Fig. 1: run 1, where the registers sit
The bar under the picture is 20 um long. Other sequential cells in the stronger gray, the rest of the logic in the fainter gray.
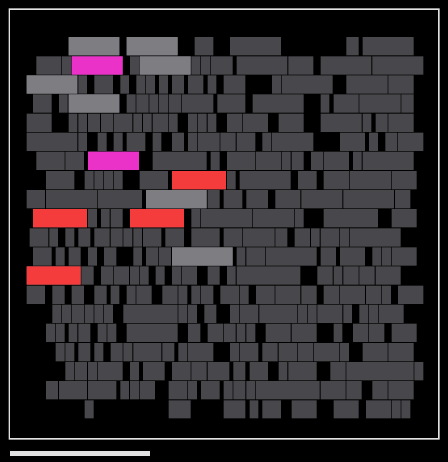
Fig. 2: run 1, clock routing
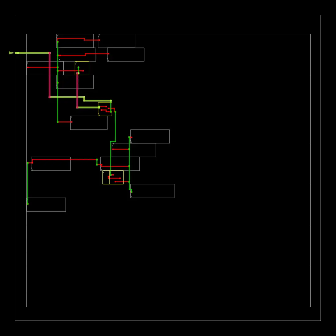
Fig. 3: run 1, signal wires by layer
Two of the layers only.
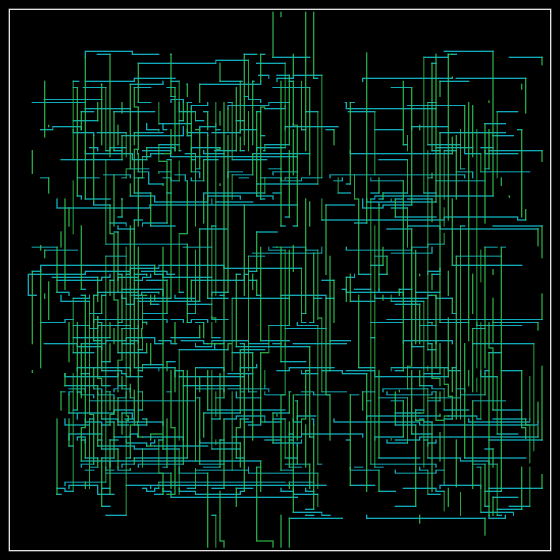
Fig. 4: run 1, pin placement
Pins as bars across the die edge, other pins in gray.
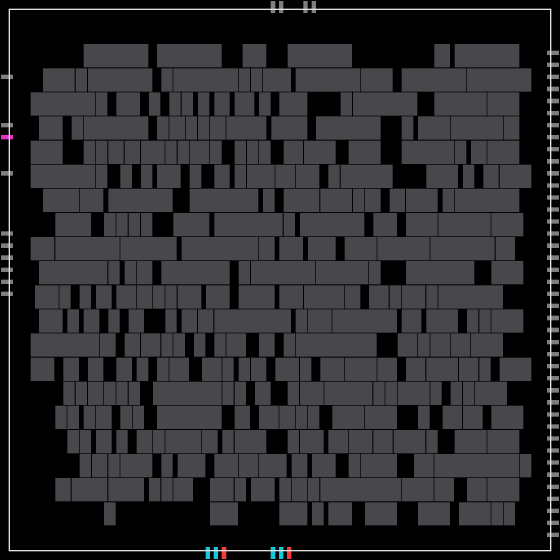
--- src/rtl/fifo_wr_arbiter.sv ---
// fifo_wr_arbiter: round-robin burst arbiter that shares one FIFO write port
// between NUM_REQ producers. A grant lasts up to MAX_BURST accepted beats.
// FIFO full stalls the burst without ending it. A FIFO error locks the
// arbiter out until reset.
//
// state    | meaning
// ---------+-----------------------------------------------------------
// ST_IDLE  | no owner; pick the next requester after the last owner
// ST_BURST | owner granted; one beat per cycle while req and not full
// ST_ERR   | FIFO error seen; no grants or writes until reset
module fifo_wr_arbiter #(
  parameter int NUM_REQ   = 4,
  parameter int WIDTH     = 8,
  parameter int MAX_BURST = 4,
  localparam int OW = (NUM_REQ > 1) ? $clog2(NUM_REQ) : 1
) (
  input  logic                     clk_i,
  input  logic                     rst_i,
  input  logic [NUM_REQ-1:0]       req_i,
  input  logic [NUM_REQ*WIDTH-1:0] wdata_i,
  output logic [NUM_REQ-1:0]       gnt_o,
  output logic [NUM_REQ-1:0]       ack_o,
  output logic [OW-1:0]            owner_o,
  output logic                     busy_o,
  output logic                     err_o,
  output logic                     fifo_wr_en_o,
  output logic [WIDTH-1:0]         fifo_wdata_o,
  input  logic                     fifo_full_i,
  input  logic                     fifo_error_i
);

  typedef enum logic [1:0] {
    ST_IDLE  = 2'd0,
    ST_BURST = 2'd1,
    ST_ERR   = 2'd2
  } state_t;

  state_t             state_q;
  logic [NUM_REQ-1:0] gnt_q;
  logic [OW-1:0]      owner_q;
  logic [3:0]         beat_q;
  logic               err_q;

  logic [OW-1:0]      next_owner_d;
  logic               found_d;
  logic               wr_en;
  logic               last_beat;

  // Round-robin search: first set request strictly after the last owner, wrapping.
  always_comb begin
    int            cand;
    logic [OW-1:0] cand_idx;
    next_owner_d = owner_q;
    found_d      = 1'b0;
    cand         = 0;
    cand_idx     = '0;
    for (int i = 1; i <= NUM_REQ; i++) begin
      cand     = (int'(owner_q) + i) % NUM_REQ;
      cand_idx = OW'(cand);
      if (!found_d && req_i[cand_idx]) begin
        found_d      = 1'b1;
        next_owner_d = cand_idx;
      end
    end
  end

  // Owner data mux; follows owner_q in every state so the FIFO sees stable data.
  always_comb begin
    fifo_wdata_o = '0;
    for (int k = 0; k < NUM_REQ; k++) begin
      if (owner_q == OW'(k)) begin
        fifo_wdata_o = wdata_i[k*WIDTH +: WIDTH];
      end
    end
  end

  assign wr_en        = (state_q == ST_BURST) && req_i[owner_q] && !fifo_full_i;
  assign last_beat    = (beat_q == 4'(MAX_BURST - 1));
  assign fifo_wr_en_o = wr_en;
  assign ack_o        = gnt_q & req_i & {NUM_REQ{~fifo_full_i}};
  assign gnt_o        = gnt_q;
  assign owner_o      = owner_q;
  assign busy_o       = (state_q == ST_BURST);
  assign err_o        = err_q;

  // Arbitration FSM; an error outranks burst completion, reset outranks all.
  always_ff @(posedge clk_i) begin
    if (!rst_i) begin
      state_q <= ST_IDLE;
      gnt_q   <= '0;
      owner_q <= OW'(NUM_REQ - 1);
      beat_q  <= '0;
      err_q   <= 1'b0;
    end else if (fifo_error_i) begin
      state_q <= ST_ERR;
      gnt_q   <= '0;
      err_q   <= 1'b1;
    end else begin
      unique case (state_q)
        ST_IDLE: begin
          if (found_d) begin
            state_q <= ST_BURST;
            owner_q <= next_owner_d;
            gnt_q   <= NUM_REQ'(1) << next_owner_d;
            beat_q  <= '0;
          end
        end
        ST_BURST: begin
          if (!req_i[owner_q] || (wr_en && last_beat)) begin
            state_q <= ST_IDLE;
            gnt_q   <= '0;
            beat_q  <= '0;
          end else if (wr_en) begin
            beat_q <= beat_q + 4'd1;
          end
        end
        ST_ERR: begin
          state_q <= ST_ERR;
        end
        default: begin
          state_q <= ST_IDLE;
          gnt_q   <= '0;
        end
      endcase
    end
  end

endmodule

--- config.mk ---
export PLATFORM = sky130hd
export DESIGN_NAME = fifo_wr_arbiter
export DESIGN_NICKNAME = d
export VERILOG_FILES = /design/src/rtl/fifo_wr_arbiter.sv
export SDC_FILE = /design/constraint.sdc
export NUM_CORES = 1
export LEC_CHECK = 0
export ABC_AREA = 1
export CAP_MARGIN = 30
export CORE_MARGIN = 2
export CORE_UTILIZATION = 42
export DETAILED_ROUTE_END_ITERATION = 8
export PLACE_DENSITY = 0.81
export SETUP_SLACK_MARGIN = 0.1
export SYNTH_ARGS = -nofsm -noshare
export SYNTH_HDL_FRONTEND = slang
export SYNTH_SLANG_ARGS = --single-unit
--- constraint.sdc ---
create_clock -name clk_i -period 2.1 [get_ports clk_i]
set_input_delay 0.42 -clock clk_i [delete_from_list [all_inputs] [get_ports clk_i]]
set_output_delay 0.42 -clock clk_i [all_outputs]
set_load 0.1 [all_outputs]
==> summary.txt, run 1 <==
Quick summary of the implementation run below.

The synthesized design contains 0 enable-type register cells. The site row count is 20. Gates resized during post-CTS repair numbered 21. The final RePlAce weighted congestion is 0.8089. The worst clock skew came out at 5.494 ps.

Clock tree synthesis selected as its root buffer the cell sky130_fd_sc_hd__clkbuf_4. According to the finish report, the design has a final net count of 353. The switching part of the total is 55.66%. The final total power is 0.002039 W.

The cell count listed in synth_stat.txt is 232. The worst hold-check path type is reg2reg. The startpoint identified for the worst register-to-register timing path is owner_o[0]. The clock tree from TritonCTS is built. Among cell families on the critical path, the largest total delay comes from AND-OR/OR-AND gates. The number of warnings reported in the yosys synthesis log is 0. The number of vias per cell came out at 5.222.

STA classifies the critical path startpoint as a register. The die height came out at 60.93 um. The internal power contribution is 0.0009043 W. The synthesized instance count came out at 232. The global-route wire length before repair is 7583 um.

The count of vias placed by the detailed router came out at 1833. In this run the number of H-tree levels came out at 1. Per the cell usage report, the commonest logic cells after layout are sky130_fd_sc_hd__nand2_1 (68), sky130_fd_sc_hd__clkdlybuf4s50_1 (35), sky130_fd_sc_hd__nand3_1 (26), sky130_fd_sc_hd__buf_4 (23), sky130_fd_sc_hd__nand2_2 (22). The worst hold slack across all endpoints came out at 486.0 ps.

OpenROAD emitted warnings numbering 32. The number of buffers added by the clock tree synthesis step came out at 3. Static timing analysis puts the maximum clock frequency at 0.4631 GHz.

The share of synthesized area occupied by flip-flops and latches came out at 19.12%. The synthesis-to-layout area growth came out at 84.47%. The analysis reports a worst IR drop on VDD of 0.5261 mV.

The number of port buffers came out at 60. On the critical path the data arrives at 1740 ps. The residual antenna-violating net count after detailed routing came out at 0. The count of boundary I/O pins came out at 61. The transition time at the pin with the least slew margin is 293.3 ps. Traced cell by cell, the critical path runs through inv_4, ha_4, inv_2, nor2_4, a221oi_4, o31ai_4, buf_12.

The hold violation total from the final report came out at 0. The switching power of the nets is 0.001135 W. In this run the most critical hold path is launched from gnt_o[3]. For reference, the critical path is launched at owner_o[0]. After floorplanning, the core was sized to cover 3078 um^2. For this run, the leading register cell type out of synthesis is sky130_fd_sc_hd__dfxtp_1.

Counting every net in the synthesized netlist gives 277. For this run, the number of standard cells in the final layout without fillers is 351. The number of buffers and inverters on the critical path is 3. The number of setup buffers added after CTS is 7. The flow ran to the end, but the final reports show violations.

The mean cell area of the mapped netlist came out at 5.868 um^2. The number of distinct standard cells referenced by the synthesized netlist is 27. For this run, asynchronously set or reset flops after synthesis account for 0%. The final timing report gives a worst setup slack of -59.52 ps. The fraction of layout instances using a drive strength above 1 came out at 35.18%.

The maximum number of pins on one net before global-route repair came out at 11. The number of remaining DRC errors is 0. Of the total power, combinational logic draws 77.8%. The time the worst path needs with I/O delays and setup is 2160 ps. The registers of the reported paths see a clock transition of 80 ps.

The critical path is of the reg2out type. The final reports fail on setup timing. The fraction of the cycle the final worst path needs came out at 102.8%. Measured along the x axis, the die boundary spans 60.93 um. The endpoint required time on the critical path is 1680 ps. The reported leakage power came out at 1.115 nW. The power per cell area is 812.1 nW/um^2. The final timing report lists a max-slew violation count of 0. The via count of the first global-routing pass is 1796. STA classifies the critical path endpoint as an output pin.

The total grt overflow came out at 0. The total routing usage reported by global routing came out at 27.05%. According to the report, the first pass of detailed routing completed in 4 iterations. The total of endpoints with negative setup slack in the final report is 7. The instance area after placement is 2376 um^2.

The full die area came out at 3712 um^2. The timing report shows that the slowest cell on the worst path is sky130_fd_sc_hd__dfxtp_4. The quantity of hold-fixing buffers added after cts is 0. The maximum fanout along the worst path came out at 8. The routed wire length came out at 4909 um.

Once layout is done, the placed cells without fillers occupy 2511 um^2. The worst slew margin relative to its limit is 80.37%.
-- Fig. 1 (at the start) --
color	name in the netlist	flops
red	`gnt_o`	4
magenta	`state_q`	2
not colored	7

-- Fig. 2 (at the start) --
sequential cell count: 13
source-to-sink clock delay at the later pin of the worst-skew pair: 270 ps

-- Fig. 3 (at the start) --
color	layer	wire length
cyan	metal 1	1830 um
green	metal 2	2520 um

-- Fig. 4 (at the start) --
color	port	pins	direction	edge
red	`owner_o`	2	output	bottom
magenta	`fifo_error_i`	1	input	left
cyan	`req_i`	4	input	bottom
all pins by edge	41 right, 10 left, 6 bottom, 4 top

==> run 1: through the flow <==
| stage | TNS, ps | util, % |
|---|---|---|
| after floorplan | -1696 | - |
| after global placement | 0 | 77.20 |
| after detailed placement | 0 | 77.20 |
| after CTS | -49.33 | 81.02 |
| after global routing | -888.9 | 81.59 |
| final | -242.6 | 81.59 |
==> run 1: layout make-up <==
class                           count  area (um^2)
Timing Repair Buffer               77        858.3
Fill cell                         213        566.8
Tap cell                           44        55.05
Sequential cell                    13        272.8
Multi-Input combinational cell    190         1202
Inverter                           23        96.34
Clock buffer                        4        26.28
==> run 1: sequential cells by signal, summed over array words and instances, names as in the netlist <==
register  cells
state_q       2
beat_q        4
gnt_o         4
err_o         1
owner_o       2
==> run 1: metal layers <==
layer | global-route usage [%] | part of all wire (%) | vias to the layer above
met5 | 0 | 0 | -
met3 | 5.544 | 9.0 | 14
met2 | 53.00 | 51 | 90
met4 | 8.696 | 2.2 | 0
li1 | - | - | 896
met1 | 28.33 | 37 | 833
==> run 1: path summary, 6_finish.rpt <==
check / end / cells past startpoint
hold / removal: gnt_o[3] / 2
setup reg to reg: beat_q[3] / 11
hold reg to reg: gnt_o[3] / 2
setup / recovery: fifo_wdata_o[6] / 7
==> run 1: worst reg2reg max path: stages, from the launching register on <==
cell,delay [ps]
sky130_fd_sc_hd__dfxtp_4,410
sky130_fd_sc_hd__inv_4,50
sky130_fd_sc_hd__buf_4,170
sky130_fd_sc_hd__nand2_1,80
sky130_fd_sc_hd__nand2_1,110
sky130_fd_sc_hd__nand2_4,110
sky130_fd_sc_hd__nand2_4,80
sky130_fd_sc_hd__nor2_8,150
sky130_fd_sc_hd__nand4_4,140
sky130_fd_sc_hd__nand2_2,140
sky130_fd_sc_hd__nand2_1,70
sky130_fd_sc_hd__a21oi_1,150
==> run 1: power by group through the flow <==
stage	Clock, W	Sequential (W)	Combinational [W]
global route	0.000165	0.000302	0.00167
global placement	0	0.000308	0.00148
floorplan	0	0.000407	0.000960
CTS	0.000154	0.000299	0.00157
finish	0.000153	0.000299	0.00159
detailed placement	0	0.000309	0.00151
==> run 1: cell usage after synthesis, types with 2 or more instances <==
library cell	n	area, um^2
sky130_fd_sc_hd__o2111ai_1	2	17.52
sky130_fd_sc_hd__inv_2	3	11.26
sky130_fd_sc_hd__nand4_1	2	12.51
sky130_fd_sc_hd__buf_6	2	22.52
sky130_fd_sc_hd__clkbuf_1	3	11.26
sky130_fd_sc_hd__dfxtp_1	13	260.3
sky130_fd_sc_hd__nand2_4	3	33.78
sky130_fd_sc_hd__nand3_2	2	20.02
sky130_fd_sc_hd__a21oi_1	20	100.1
sky130_fd_sc_hd__nor2_1	27	101.4
sky130_fd_sc_hd__nor2_2	3	18.77
sky130_fd_sc_hd__nand2_2	7	43.79
sky130_fd_sc_hd__inv_1	20	75.07
sky130_fd_sc_hd__nand3_1	26	130.1
sky130_fd_sc_hd__nand2_1	83	311.6
sky130_fd_sc_hd__ha_1	5	62.56
==> run 1: cells by family after synthesis <==
group	synth area share [%]
flip-flops	19.12
AND/OR/NAND/NOR	54.23
AND-OR/OR-AND	12.32
buffers and inverters	9.099
adder cells (fa/ha/maj)	4.596
XOR/XNOR	0.6435
==> run 2: changes to the inputs <==
MAX_ROUTING_LAYER = met4   (was not set)
SKIP_CTS_REPAIR_TIMING = 1   (was not set)
Fig. 5: run 2, clock routing
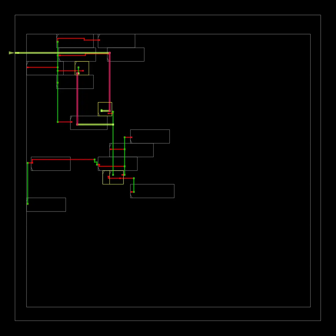
number of clock buffers in the layout: 4
sink count of the clock tree: 13
Power Clock: 0.000153 W
clock buffers created by TritonCTS: 3
maximum clock skew at final layout: 4.671 ps

==> run 2 against run 1 <==
Compared with the run above: critical path depth increased by 1; sequential share of layout area down 0.26 points; design area is 2.5% higher; first-iteration DRC count rose by 2.2%; non-clock buffer count up 5; synthesized area did not move; routed wire length grew 3.3%; synthesized cell count stayed put; critical path type unchanged; the flow still finishes with violations (setup timing); global-route usage shrank 0.81 points; fmax is 0.19% lower; power increased by 1.5%; count of clock-buffer cells in the layout stayed put.
==> summary.txt, run 2 <==
Quick summary of the implementation run below.

Status: complete, but fails checks (unchanged). Violations in the final reports: setup timing (unchanged). The setup slack after layout came out at -63.68 ps (was -59.52 ps). The fraction of layout instances using a drive strength above 1 is 36.54% (was 35.18%). The register area is 272.8 um^2 (unchanged).

The cell count listed in synth_stat.txt came out at 232 (unchanged). The reported leakage power came out at 1.182 nW (was 1.115 nW). The critical path launch point type was a register (unchanged). The final total power came out at 0.002069 W (was 0.002039 W). The arrival time at the worst endpoint is 1740 ps (about the same). The share of synthesized area occupied by flip-flops and latches is 19.12% (unchanged). The die height was 60.93 um (unchanged). The peak supply drop was 0.4868 mV (was 0.5261 mV). The power per cell area is 803.9 nW/um^2 (was 812.1 nW/um^2). The worst hold slack across all endpoints came out at 485.7 ps (was 486.0 ps). The transition time at the pin with the least slew margin is 328.6 ps (was 293.3 ps).

The instance area after placement is 2376 um^2 (unchanged). The startpoint of the worst register-to-register path is owner_o[0] (unchanged). The maximum fanout along the worst path came out at 8 (unchanged).

The most instantiated flip-flop cell in the synthesis netlist is sky130_fd_sc_hd__dfxtp_1 (unchanged). The floorplan core area came to 3078 um^2 (unchanged). The count of vias placed by the detailed router was 1853 (was 1833).

The worst hold-check path type is reg2reg (unchanged). The number of remaining DRC errors is 0 (unchanged). The H-tree level count came out at 1 (unchanged). The total of endpoints with negative setup slack in the final report came out at 8 (was 7). The max-slew violation count came to 0 (unchanged).

The final RePlAce weighted congestion came out at 0.8208 (was 0.8089). The count of boundary I/O pins is 61 (unchanged). The hold violation total from the final report came out at 0 (unchanged). The site row count was 20 (unchanged). The full die area is 3712 um^2 (unchanged). The fraction of the cycle the final worst path needs was 103.0% (was 102.8%). The final-stage net count is 358 (was 353). The area used by multi-input combinational logic came out at 1201 um^2 (was 1202 um^2).

The origin of the worst min-delay path is gnt_o[3] (unchanged). The OpenROAD warning count was 31 (was 32). The kind of end point of the critical path is an output pin (unchanged). The library cell with the highest instance count after synthesis was sky130_fd_sc_hd__nand2_1 (unchanged). The clock-pin transition on the worst setup and hold timing paths is 80 ps (about the same). Cells taking the most area after synthesis: sky130_fd_sc_hd__nand2_1 (23%), sky130_fd_sc_hd__dfxtp_1 (19%), sky130_fd_sc_hd__nand3_1 (9.6%), sky130_fd_sc_hd__nor2_1 (7.4%), sky130_fd_sc_hd__a21oi_1 (7.4%) (unchanged).

The synthesis-to-layout area growth came to 89.06% (was 84.47%). Commonest cells after routing, fill and taps aside: sky130_fd_sc_hd__nand2_1 (69), sky130_fd_sc_hd__clkdlybuf4s50_1 (35), sky130_fd_sc_hd__buf_4 (26), sky130_fd_sc_hd__nand3_1 (25), sky130_fd_sc_hd__nor2_1 (21) (was sky130_fd_sc_hd__nand2_1 (68), sky130_fd_sc_hd__clkdlybuf4s50_1 (35), sky130_fd_sc_hd__nand3_1 (26), sky130_fd_sc_hd__buf_4 (23), sky130_fd_sc_hd__nand2_2 (22)). The total grt overflow came out at 0 (unchanged). The share of the synthesized area in the top cell type came out at 22.89% (unchanged). The count of filler cells inserted in the layout is 194 (was 213).
Fig. 6: run 2, where the registers sit
The bar under the picture is 20 um long. Other sequential cells in the stronger gray, the rest of the logic in the fainter gray.
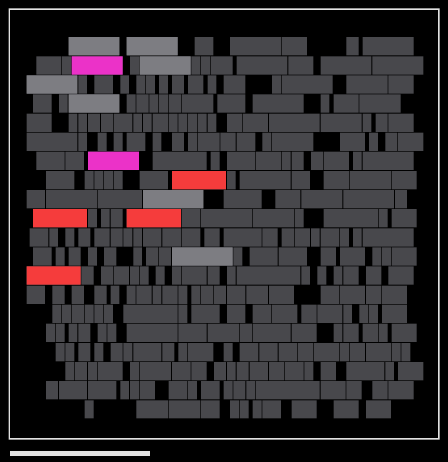
color	name in the netlist	flops
magenta	`state_q`	2
red	`gnt_o`	4

run 2: cells by family (layout without fill, tap and decap cells):
kind of cell | Yosys count | count (layout) | share of synthesized area [%]
and+or+nand+nor | 157 | 157 | 54.23
buffers and inverters | 29 | 109 | 9.099
AOI/OAI and AO/OA | 27 | 27 | 12.32
DFF | 13 | 13 | 19.12
adders and majority gates | 5 | 5 | 4.596
xor gates and xnor gates | 1 | 1 | 0.6435
run 2: worst paths after layout:
| check | to | depth (start not counted) | slack, ps |
|---|---|---|---|
| worst max-delay path | fifo_wdata_o[4] | 8 | -60 |
| worst min-delay path | gnt_o[3] | 2 | 490 |
| worst max register to register | gnt_o[1] | 11 | 350 |
| worst min register to register | gnt_o[3] | 2 | 490 |
run 2: critical path, stage by stage, from the launching register on:
cell,delay [ps]
sky130_fd_sc_hd__dfxtp_4,390
sky130_fd_sc_hd__inv_6,50
sky130_fd_sc_hd__ha_4,170
sky130_fd_sc_hd__nor2_4,240
sky130_fd_sc_hd__nand2_2,90
sky130_fd_sc_hd__nand2_1,60
sky130_fd_sc_hd__nand2_1,80
sky130_fd_sc_hd__a21oi_4,180
sky130_fd_sc_hd__buf_12,190
run 2: layer usage:
metal | vias up | global-route usage [%] | wire, um
met1 | 828 | 28.21 | 1979
met5 | - | - | 0
met3 | 10 | 4.691 | 456
met2 | 106 | 49.62 | 2552
li1 | 909 | - | -
met4 | 0 | 5.590 | 84
run 2: where the power goes:
group	switching (W)	total (W)	internal, W
registers	0.0000299	0.000302	0.000272
clock network	0.0000796	0.000153	0.0000736
logic	0.00104	0.00161	0.000578
run 2: cell type report:
| cell class | instances | share of cell area, % |
|---|---|---|
| Multi-Input combinational cell | 190 | 46.67 |
| Tap cell | 44 | 2.139 |
| Inverter | 23 | 3.743 |
| Timing Repair Buffer | 82 | 35.83 |
| Clock buffer | 4 | 1.021 |
| Sequential cell | 13 | 10.60 |
run 2: through the flow:
stage                     setup TNS [ps]  utilization (%)
after floorplan                    -1696                -
after global placement                 0            77.20
after detailed placement               0            77.20
after CTS                         -637.9            78.05
after global routing              -796.1            83.62
final                             -320.2            83.62
Power is estimated from default activity; no workload was simulated.
